===== config.mk =====
export PLATFORM = sky130hd
export DESIGN_NAME = common_sync_fifo_gearbox
export DESIGN_NICKNAME = d
export VERILOG_FILES = /design/src/rtl/common_sync_fifo_gearbox.sv
export SDC_FILE = /design/constraint.sdc
export NUM_CORES = 1
export LEC_CHECK = 0
export CORE_MARGIN = 4
export CORE_UTILIZATION = 40
export DETAILED_ROUTE_END_ITERATION = 10
export PLACE_DENSITY = 0.67
export REMOVE_ABC_BUFFERS = 1
export SLEW_MARGIN = 30
export SYNTH_ARGS = -nofsm -noshare
export SYNTH_HDL_FRONTEND = slang
export SYNTH_SLANG_ARGS = --single-unit
export TNS_END_PERCENT = 30

===== constraint.sdc =====
create_clock -name clk -period 5.1 [get_ports clk]
set_input_delay 1.02 -clock clk [delete_from_list [all_inputs] [get_ports clk]]
set_output_delay 1.02 -clock clk [all_outputs]
set_load 0.02 [all_outputs]

===== src/rtl/common_sync_fifo_gearbox.sv =====
// rtl/common_sync_fifo_gearbox.sv - synchronous FIFO storage with push/pop width conversion
//
// Purpose: storage end of a common_sync_fifo. Each push stores DWI words of DW bits.
// Each pop removes DWO words. Occupancy and free space are reported in DW-word units.
// rdata is show-ahead: it always presents the DWO oldest stored words.
//
// Ports:
//   clk      in   1       rising-edge clock
//   rst_n    in   1       asynchronous active-low reset
//   wdata    in   DW*DWI  push data, word k = wdata[k*DW +: DW], word 0 oldest
//   write    in   1       push request, taken when nfull=1
//   read     in   1       pop request, taken when nempty=1
//   clr      in   1       synchronous flush, overrides write/read
//   rdata    out  DW*DWO  show-ahead data, word k = entry rptr+k
//   nfull    out  1       free >= DWI
//   nempty   out  1       occ >= DWO
//   free     out  DL+1    free words
//   occ      out  DL+1    stored words
//   ovf_o    out  1       sticky dropped-push flag (COMMON_SYNC_FIFO_ERR_CHK_EN only)
//   udf_o    out  1       sticky dropped-pop flag  (COMMON_SYNC_FIFO_ERR_CHK_EN only)
//
// Optional feature macro: COMMON_SYNC_FIFO_ERR_CHK_EN

module common_sync_fifo_gearbox #(
    parameter int DW  = 32,
    parameter int DWI = 1,
    parameter int DWO = 1,
    parameter int DL  = 2
) (
    input  logic              clk,
    input  logic              rst_n,
    input  logic [DW*DWI-1:0] wdata,
    input  logic              write,
    input  logic              read,
    input  logic              clr,
    output logic [DW*DWO-1:0] rdata,
    output logic              nfull,
    output logic              nempty,
    output logic [DL:0]       free,
`ifdef COMMON_SYNC_FIFO_ERR_CHK_EN
    output logic [DL:0]       occ,
    output logic              ovf_o,
    output logic              udf_o
`else
    output logic [DL:0]       occ
`endif
);

    localparam int          DEPTH   = 2 ** DL;
    localparam logic [DL:0] DEPTH_W = (DL+1)'(DEPTH);
    localparam logic [DL:0] DWI_W   = (DL+1)'(DWI);
    localparam logic [DL:0] DWO_W   = (DL+1)'(DWO);

    generate
        if (DWI < 1 || DWI > DEPTH) begin : g_bad_dwi
            $error("common_sync_fifo_gearbox: DWI must be in 1..2**DL");
        end
        if (DWO < 1 || DWO > DEPTH) begin : g_bad_dwo
            $error("common_sync_fifo_gearbox: DWO must be in 1..2**DL");
        end
    endgenerate

    logic [DW-1:0] mem [0:DEPTH-1];
    logic [DL-1:0] wptr;
    logic [DL-1:0] rptr;
    logic [DL:0]   occ_next;
    logic          push;
    logic          pop;

    // Flags come only from the registered occupancy, so a pop never frees room
    // for a push in the same cycle and no request input reaches an output.
    assign free   = DEPTH_W - occ;
    assign nfull  = (free >= DWI_W);
    assign nempty = (occ >= DWO_W);

    assign push = write && nfull;
    assign pop  = read && nempty;

    always_comb begin
        occ_next = occ;
        if (push) begin
            occ_next = occ_next + DWI_W;
        end
        if (pop) begin
            occ_next = occ_next - DWO_W;
        end
    end

    // Pointer increments truncate to DL bits so they wrap modulo DEPTH, which
    // also covers DWI or DWO equal to DEPTH (pointer stays put).
    always_ff @(posedge clk or negedge rst_n) begin
        if (!rst_n) begin
            wptr <= '0;
            rptr <= '0;
            occ  <= '0;
        end else if (clr) begin
            wptr <= '0;
            rptr <= '0;
            occ  <= '0;
        end else begin
            if (push) begin
                wptr <= wptr + DWI_W[DL-1:0];
            end
            if (pop) begin
                rptr <= rptr + DWO_W[DL-1:0];
            end
            occ <= occ_next;
        end
    end

    // Storage has no reset; stale entries are unreachable because occ gates reads.
    always_ff @(posedge clk) begin
        if (push && !clr) begin
            for (int k = 0; k < DWI; k++) begin
                mem[wptr + DL'(k)] <= wdata[k*DW +: DW];
            end
        end
    end

    genvar g;
    generate
        for (g = 0; g < DWO; g++) begin : g_rd
            assign rdata[g*DW +: DW] = mem[rptr + DL'(g)];
        end
    endgenerate

`ifdef COMMON_SYNC_FIFO_ERR_CHK_EN
    always_ff @(posedge clk or negedge rst_n) begin
        if (!rst_n) begin
            ovf_o <= 1'b0;
            udf_o <= 1'b0;
        end else if (clr) begin
            ovf_o <= 1'b0;
            udf_o <= 1'b0;
        end else begin
            if (write && !nfull) begin
                ovf_o <= 1'b1;
            end
            if (read && !nempty) begin
                udf_o <= 1'b1;
            end
        end
    end

    a_occ_range: assert property (@(posedge clk) disable iff (!rst_n) occ <= DEPTH_W);
    a_occ_free:  assert property (@(posedge clk) disable iff (!rst_n)
                                  ({1'b0, occ} + {1'b0, free}) == {1'b0, DEPTH_W});
`endif

endmodule


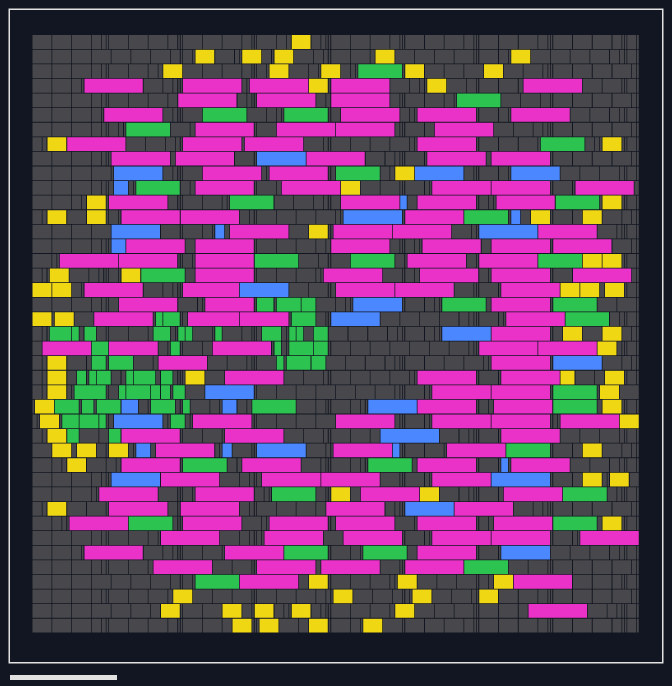
(placed cells, one colour a class)
The bar under the picture is 20 um long. Fill, decap, tap and diode cells in grey.
- yellow: other buffers and delay cells (cells 77; share of their area 12%)
- blue: clock drivers and dummy loads (cells 32; share of their area 9.4%)
- magenta: flip-flops (cells 135; share of their area 62%)
- green: all other logic (cells 82; share of their area 17%)

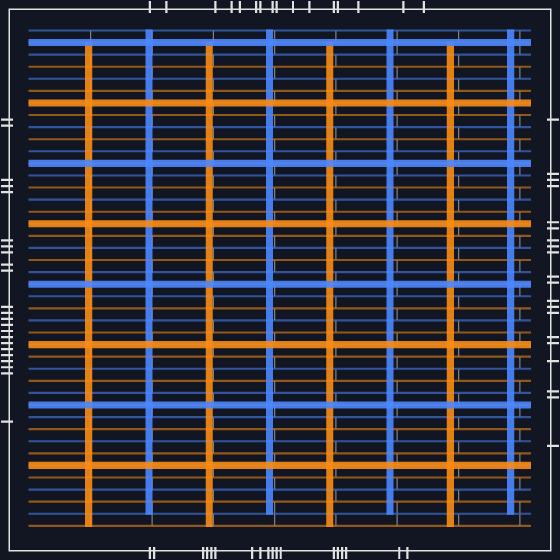
(PDN straps and rails)
Pins as bars on the die edge. Tap cells in grey.
- blue: VDD
- orange: VSS
- met5 straps: 8
- signal pins: 77
- met4 straps: 8
- met1 rails: 42

==> run notes <==
The die area was 14780 sq um; the depth of the worst register-to-register path was 10. According to the timing report, the critical path is captured at rdata[23]. The critical path start-end classification was reg -> out.

Share of total power consumed by net switching: 0.2848. The class of the most critical hold timing path was reg -> reg. For this run, the chip area from Yosys synthesis comes to 5159 sq um. For this run, the detailed router's first-pass iteration total came to 4. In the per-layer summary, the met1 wirelength comes to 3900 um. Clock input transition at the sequential cells of the worst setup and hold paths: 0.05 ns. The final timing report lists a max-slew violation count of 0. The net count of the finished layout is 359. From synthesis to final layout, the design area changed by 30.20%. The flow ran to the end, and the final reports show no timing, DRC or antenna violations. The tools report the library cell used as clock root buffer as clkbuf_16. The clock network area share is 0.09091. The maximum net fanout on the critical path was 28.

The tools report the H-tree depth as 4. The tools report the utilization after layout as 0.5322. Dominant register cell: edfxtp_1.

The share of the clock period used by the worst path after layout was 0.7059. The logs give 0 for the number of antenna repair diodes and 5159 sq um for the post-synthesis instance area. The layout contains a multi-input combinational cell count of 76. The timing report attributes the biggest portion of critical-path delay to buffers and inverters.

The met1 capacity usage during global routing is 0.1703. The tools report the startpoint of the lowest-slack register-to-register path as occ[0]. The critical path endpoint category was an output pin.

The non-clock inverter instance count of the final layout is 6. TritonCTS built the clock tree. The worst setup path is launched from a flip-flop. The post-route non-filler standard cell count was 498; the leakage dissipation was 2.182 nW. Number of synthesized flops with an enable pin: 128.

The leading cell type in the layout, fill and taps excluded is edfxtp_1. The number of clock buffers in the layout came out at 18. The total vias in the final route is 2422, and the combinational fraction of design power is 0.295. Worst hold slack: 0.5998 ns. The async set-or-reset flop fraction in the synthesized netlist was 0.05185; the unique cell type count in the Yosys netlist was 30. With the fraction of cell area in non-clock buffers at 0.1144, the depth of the worst hold-timing path is 2. The largest power group is sequential cells. Cell type with the highest aggregate area in the netlist: edfxtp_1.

The run gives 4024 sq um for the sequential standard cell area. The synthesis run shows the most used standard cells to be 128 x edfxtp_1, 32 x mux4_2, 9 x ha_1, 7 x dfrtp_1. The flip-flop and latch share of the layout cell area was 0.5991; the detailed-route wire length was 8942 um.

For the via count of the first global-routing pass, the log shows 2614. The first global-routing pass estimated 14170 um of wire. The switching power was 1.104 mW; the average instance area after synthesis was 22.73 sq um. In the final timing run, aggregate negative setup slack is 0 ns. The clock network consumes a total of 1.24 mW. Per the detailed placement report, the placed cell area equals 6103 sq um. Setup slack on the worst reg-to-reg path comes out at 2.22 ns.

The combinational share of cell area came out at 0.1602. The run gives 0.7790 as the sequential element share of the synthesized area. The worst hold path begins at wptr[1].
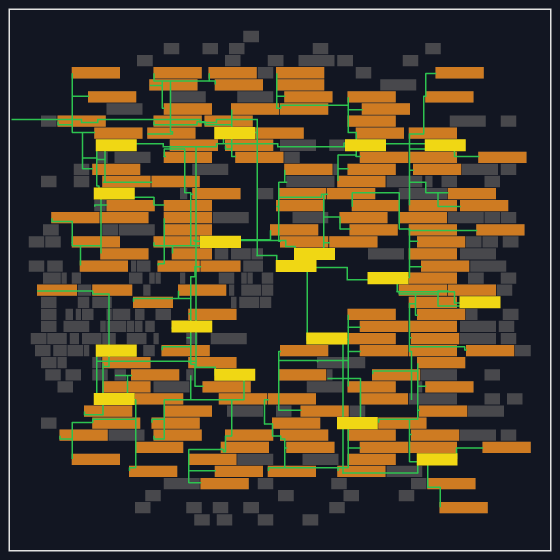
(clock wires, drivers and flops)
- yellow: cells driving clock nets (count 17)
- green: clock wires (length 1470 um)
- orange: flip-flops (count 135)
- routed clock nets: 18

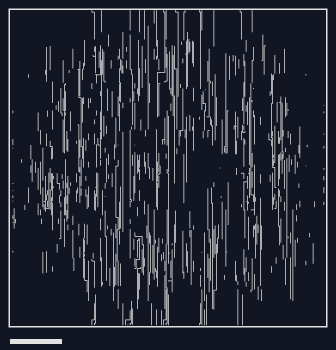
(met2 routing)
The bar under the picture is 20 um long.
- wire length on this layer: 4380 um
- nets with wire on the layer: 316

Power and IR drop assume default switching activity.
